### Clock network drawn from the DEF, run 1

Scale bar: 50 um.
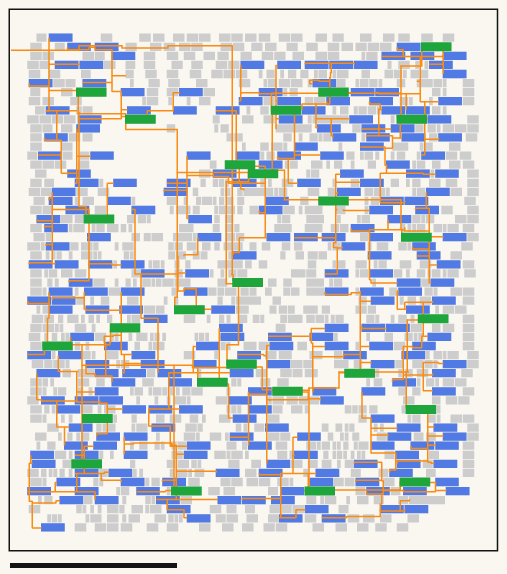
### Cell classes on the final placement, run 1

Scale bar: 50 um.
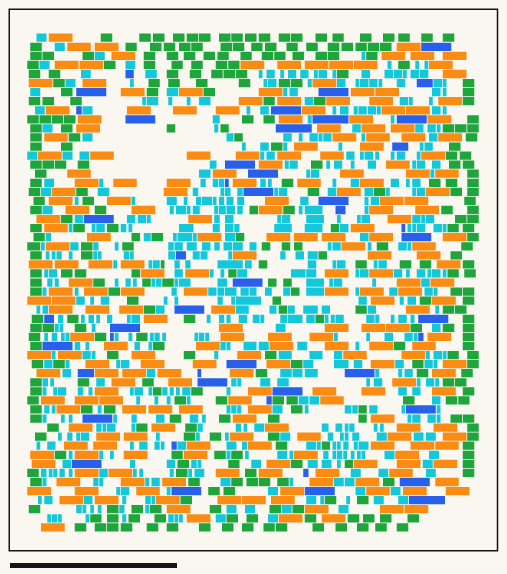
### Clock wiring as the flow saved it, run 1

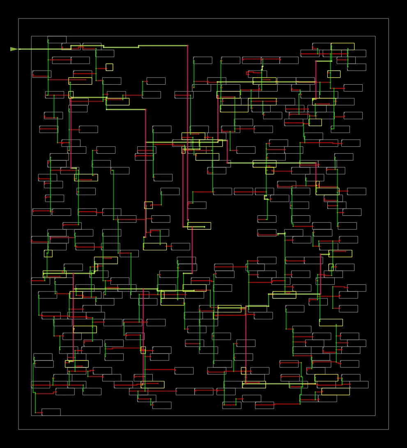
### Metal layers overlaid, run 1

Only two layers are drawn.
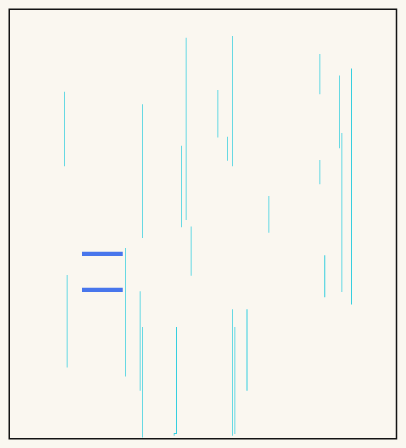
===== src/rtl/qracc_pkg.sv =====
// Shared types and default timing for the QR-accelerator digital blocks.
package qracc_pkg;

    typedef enum logic [2:0] {
        IDLE,
        PRECH,
        WRITE,
        SENSE,
        CAPTURE
    } sram_ctrl_state_t;

    localparam int SRAM_PCH_CYCLES  = 2;
    localparam int SRAM_WR_CYCLES   = 3;
    localparam int SRAM_SAEN_CYCLES = 2;
    localparam int SRAM_CNT_W       = 8;

endpackage


===== src/rtl/qracc_sram_ctrl_wl_onehot_decoder.sv =====
// Row address to one-hot wordline; addresses past NUM_ROWS decode to zero.
module wl_onehot_decoder #(
    parameter  int NUM_ROWS = 128,
    localparam int AW       = $clog2(NUM_ROWS)
) (
    input  logic [AW-1:0]       i_addr,
    input  logic                i_en,
    output logic [NUM_ROWS-1:0] o_wl
);

    always_comb begin
        o_wl = '0;
        for (int i = 0; i < NUM_ROWS; i++) begin
            if (i_en && (i_addr == AW'(i))) begin
                o_wl[i] = 1'b1;
            end
        end
    end

endmodule


===== src/rtl/qracc_sram_ctrl.sv =====
// Phase sequencer for single-word reads and writes on the QR-accelerator
// SRAM macro; all macro controls are registered and decoded from state.
module qracc_sram_ctrl
    import qracc_pkg::*;
#(
    parameter  int numRows     = 128,
    parameter  int numCols     = 32,
    parameter  int PCH_CYCLES  = SRAM_PCH_CYCLES,
    parameter  int WR_CYCLES   = SRAM_WR_CYCLES,
    parameter  int SAEN_CYCLES = SRAM_SAEN_CYCLES,
    localparam int AW          = $clog2(numRows)
) (
    input  logic               clk,
    input  logic               rst,
    input  logic               rq_wr_i,
    input  logic               rq_valid_i,
    output logic               rq_ready_o,
    input  logic [AW-1:0]      addr_i,
    input  logic [numCols-1:0] wr_data_i,
    output logic               rd_valid_o,
    output logic [numCols-1:0] rd_data_o,
    output logic [numRows-1:0] WL,
    output logic               PCH,
    output logic               WRITE,
    output logic [numCols-1:0] WR_DATA,
    output logic [numCols-1:0] CSEL,
    output logic               SAEN,
    input  logic [numCols-1:0] SA_OUT
);

    sram_ctrl_state_t        r_state;
    logic [SRAM_CNT_W-1:0]   r_cnt;
    logic                    r_wr;
    logic [AW-1:0]           r_addr;
    logic [numCols-1:0]      r_data;
    logic [numRows-1:0]      w_wl;
    logic                    w_oor;

    wl_onehot_decoder #(
        .NUM_ROWS (numRows)
    ) u_wl_dec (
        .i_addr (r_addr),
        .i_en   (1'b1),
        .o_wl   (w_wl)
    );

    // An address with no matching row reads back as zero.
    assign w_oor      = ~|w_wl;
    assign rq_ready_o = (r_state == qracc_pkg::IDLE) & ~rst;

    always_ff @(posedge clk) begin
        if (rst) begin
            r_state    <= qracc_pkg::IDLE;
            r_cnt      <= '0;
            r_wr       <= 1'b0;
            r_addr     <= '0;
            r_data     <= '0;
            rd_valid_o <= 1'b0;
            rd_data_o  <= '0;
            WL         <= '0;
            PCH        <= 1'b0;
            WRITE      <= 1'b0;
            WR_DATA    <= '0;
            CSEL       <= '0;
            SAEN       <= 1'b0;
        end else begin
            rd_valid_o <= 1'b0;
            unique case (r_state)
                qracc_pkg::IDLE: begin
                    if (rq_valid_i) begin
                        r_wr    <= rq_wr_i;
                        r_addr  <= addr_i;
                        r_data  <= wr_data_i;
                        r_cnt   <= SRAM_CNT_W'(PCH_CYCLES - 1);
                        PCH     <= 1'b1;
                        r_state <= qracc_pkg::PRECH;
                    end
                end
                qracc_pkg::PRECH: begin
                    if (r_cnt == '0) begin
                        PCH  <= 1'b0;
                        WL   <= w_wl;
                        CSEL <= '1;
                        if (r_wr) begin
                            r_cnt   <= SRAM_CNT_W'(WR_CYCLES - 1);
                            WRITE   <= 1'b1;
                            WR_DATA <= r_data;
                            r_state <= qracc_pkg::WRITE;
                        end else begin
                            r_cnt   <= SRAM_CNT_W'(SAEN_CYCLES - 1);
                            SAEN    <= 1'b1;
                            r_state <= qracc_pkg::SENSE;
                        end
                    end else begin
                        r_cnt <= r_cnt - 1'b1;
                    end
                end
                qracc_pkg::WRITE: begin
                    if (r_cnt == '0) begin
                        WL      <= '0;
                        WRITE   <= 1'b0;
                        WR_DATA <= '0;
                        CSEL    <= '0;
                        r_state <= qracc_pkg::IDLE;
                    end else begin
                        r_cnt <= r_cnt - 1'b1;
                    end
                end
                qracc_pkg::SENSE: begin
                    if (r_cnt == '0) begin
                        WL         <= '0;
                        SAEN       <= 1'b0;
                        CSEL       <= '0;
                        rd_valid_o <= 1'b1;
                        rd_data_o  <= w_oor ? '0 : SA_OUT;
                        r_state    <= qracc_pkg::CAPTURE;
                    end else begin
                        r_cnt <= r_cnt - 1'b1;
                    end
                end
                qracc_pkg::CAPTURE: begin
                    r_state <= qracc_pkg::IDLE;
                end
                default: begin
                    r_state <= qracc_pkg::IDLE;
                end
            endcase
        end
    end

endmodule


===== config.mk =====
export PLATFORM = sky130hd
export DESIGN_NAME = qracc_sram_ctrl
export DESIGN_NICKNAME = d
export VERILOG_FILES = /design/src/rtl/qracc_pkg.sv /design/src/rtl/qracc_sram_ctrl_wl_onehot_decoder.sv /design/src/rtl/qracc_sram_ctrl.sv
export SDC_FILE = /design/constraint.sdc
export NUM_CORES = 1
export LEC_CHECK = 0
export CAP_MARGIN = 15
export CORE_AREA = 5 5 141 157
export DETAILED_ROUTE_END_ITERATION = 10
export DIE_AREA = 0 0 146 162
export PLACE_DENSITY_LB_ADDON = 0.12
export RECOVER_POWER = 25
export SYNTH_ARGS = -nofsm -noshare
export SYNTH_HDL_FRONTEND = slang
export SYNTH_SLANG_ARGS = --single-unit

===== constraint.sdc =====
create_clock -name clk -period 3.5 [get_ports clk]
set_input_delay 0.525 -clock clk [delete_from_list [all_inputs] [get_ports clk]]
set_output_delay 0.525 -clock clk [all_outputs]
set_load 0.02 [all_outputs]

==> impl_metrics.py, run 1 <==
# Synthesis and PnR figures
metrics = {
    "place": {
        "place_ws_ns": 0.8368,
        "dp_hpwl_mm": 18.13,
    },
    "yosys": {
        "yosys_cells": 945,
        "avgSynthCellArea_um2": 9.516,
        "edf_count": 0,
        "yosysChipArea_mm2": 0.008992,
        "ys_sh_simple": 0.1654,
        "top_logic_kind": "AND-OR/OR-AND gates",
    },
    "floorplan": {
        "die_w_um": 146,
        "dieArea_mm2": 0.02365,
        "die_h_um": 162,
        "fp_util": 0.4430,
        "ios": 304,
    },
    "drt": {
        "via_per_inst": 5.362,
        "wl_met3_mm": 2.402,
    },
    "layout": {
        "lay_top_count": "dfxtp_1",
        "fin_nets": 1272,
        "largest_reg_flops": 128,
        "n_fill_cell": 1751,
    },
    "power_and_ir_drop": {
        "ir_drop_mv": 0.3345,
        "p_per_area_mw_per_mm2": 544.3,
    },
    "setup_path": {
        "cp_slowest_stage_delay_ns": 0.94,
        "critPathSlowestCell": "dfxtp_1",
        "r2r_cells": 6,
    },
    "status": {
        "outcome": "complete, but fails checks",
        "violations": "max-capacitance violations, max-slew violations",
    },
    "grt": {
        "grt_overflow": 0,
    },
    "clocking": {
        "hold_buffers": 0,
        "cts_setup_buffers": 0,
        "ctsHtreeMaxLevel": 1,
    },
    "run": {
        "drv_cap": 1,
    },
    "final_timing": {
        "maxSlewViolCount": 42,
        "period_used_share": 0.7908,
    },
}
-- 'Clock network drawn from the DEF' (at the start) --
- green: cells driving clock nets (count 26)
- orange: clock wires (length 3010 um)
- blue: flip-flops (count 248)
- routed clock nets: 27
- flops lie: spread over the die

-- 'Cell classes on the final placement' (at the start) --
- green: other buffers and delay cells (cells 330)
- orange: flip-flops (cells 248)
- cyan: all other logic (cells 589)
- blue: clock drivers and dummy loads (cells 46)

-- 'Clock wiring as the flow saved it' (at the start) --
P_clk: 0.00283 W
clock skew: 0.008609 ns
FF+latch count: 248
Clock buffer cells: 34
Clock Latency Late Sink: 0.52 ns

-- 'Metal layers overlaid' (at the start) --
- cyan: met4 (wire length 822 um)
- blue: met5 (wire length 27.6 um)

### Power grid, run 1

Pins as bars on the die edge.
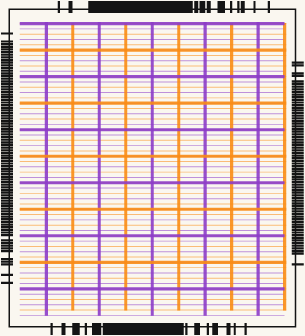

==> run 2, diff against run 1 <==
--- a/config.mk
+++ b/config.mk
@@ -6,9 +6,9 @@
 export NUM_CORES = 1
 export LEC_CHECK = 0
 export CAP_MARGIN = 15
-export CORE_AREA = 5 5 141 157
+export CORE_AREA = 5 5 148 164
 export DETAILED_ROUTE_END_ITERATION = 10
-export DIE_AREA = 0 0 146 162
+export DIE_AREA = 0 0 153 169
 export PLACE_DENSITY_LB_ADDON = 0.12
 export RECOVER_POWER = 25
 export SYNTH_ARGS = -nofsm -noshare
==> constraint.sdc (replaced) <==
create_clock -name clk -period 2.44 [get_ports clk]
set_input_delay 0.366 -clock clk [delete_from_list [all_inputs] [get_ports clk]]
set_output_delay 0.366 -clock clk [all_outputs]
set_load 0.02 [all_outputs]
### Power grid, run 2

Pins as bars on the die edge.
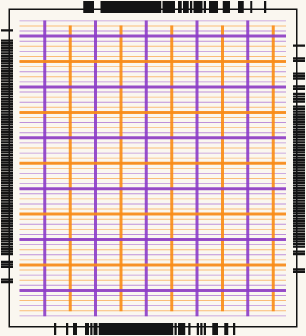
- purple: VSS
- orange: VDD
- rows: 58
- met1 rails: 59
- met4 straps: 10
- signal pins: 304
- met5 straps: 11

==> run 2 against run 1 <==
The run now ends clean. Clock skew up 0.0068 ns. First-iteration DRC count down 22%. Via count up 0.72%. Synthesized area unchanged. Non-clock buffer count up 38. Clock-buffer cell count up 2. Cell count up 5.7%. Combinational power up 63%. Hold slack worse by 0.21 ns. Clock power up 37%. Utilization down 4.6 points. Largest cell class unchanged.
==> impl_metrics.py, run 2 <==
# Synthesis and PnR figures
metrics = {
    "status": {
        "outcome": "finished, final reports clean",
    },
    "yosys": {
        "edf_count": 0,
        "yosysChipArea_mm2": 0.008992,
        "yosys_cells": 945,
        "top_logic_kind": "AND-OR/OR-AND gates",
        "avgSynthCellArea_um2": 9.516,
    },
    "power_and_ir_drop": {
        "ir_drop_mv": 0.5936,
        "p_per_area_mw_per_mm2": 759.2,
        "pg_clk_w": 0.00388,
    },
    "floorplan": {
        "fp_util": 0.3997,
        "die_w_um": 153,
        "die_h_um": 169,
        "dieArea_mm2": 0.02586,
    },
    "clocking": {
        "cts_setup_buffers": 0,
        "worstSkewPairLatency_ns": 0.52,
    },
    "layout": {
        "largest_reg_flops": 128,
        "clkbuf_count": 36,
        "fin_nets": 1310,
    },
    "drt": {
        "wl_met3_mm": 2.531,
        "via_per_inst": 5.112,
    },
    "run": {
        "drv_cap": 0,
    },
    "grt": {
        "grt_overflow": 0,
    },
    "final_timing": {
        "skew_ns": 0.01541,
        "maxSlewViolCount": 0,
    },
    "place": {
        "dp_hpwl_mm": 19.08,
    },
}
No activity file was given, so power comes from the tool's default toggle rates.
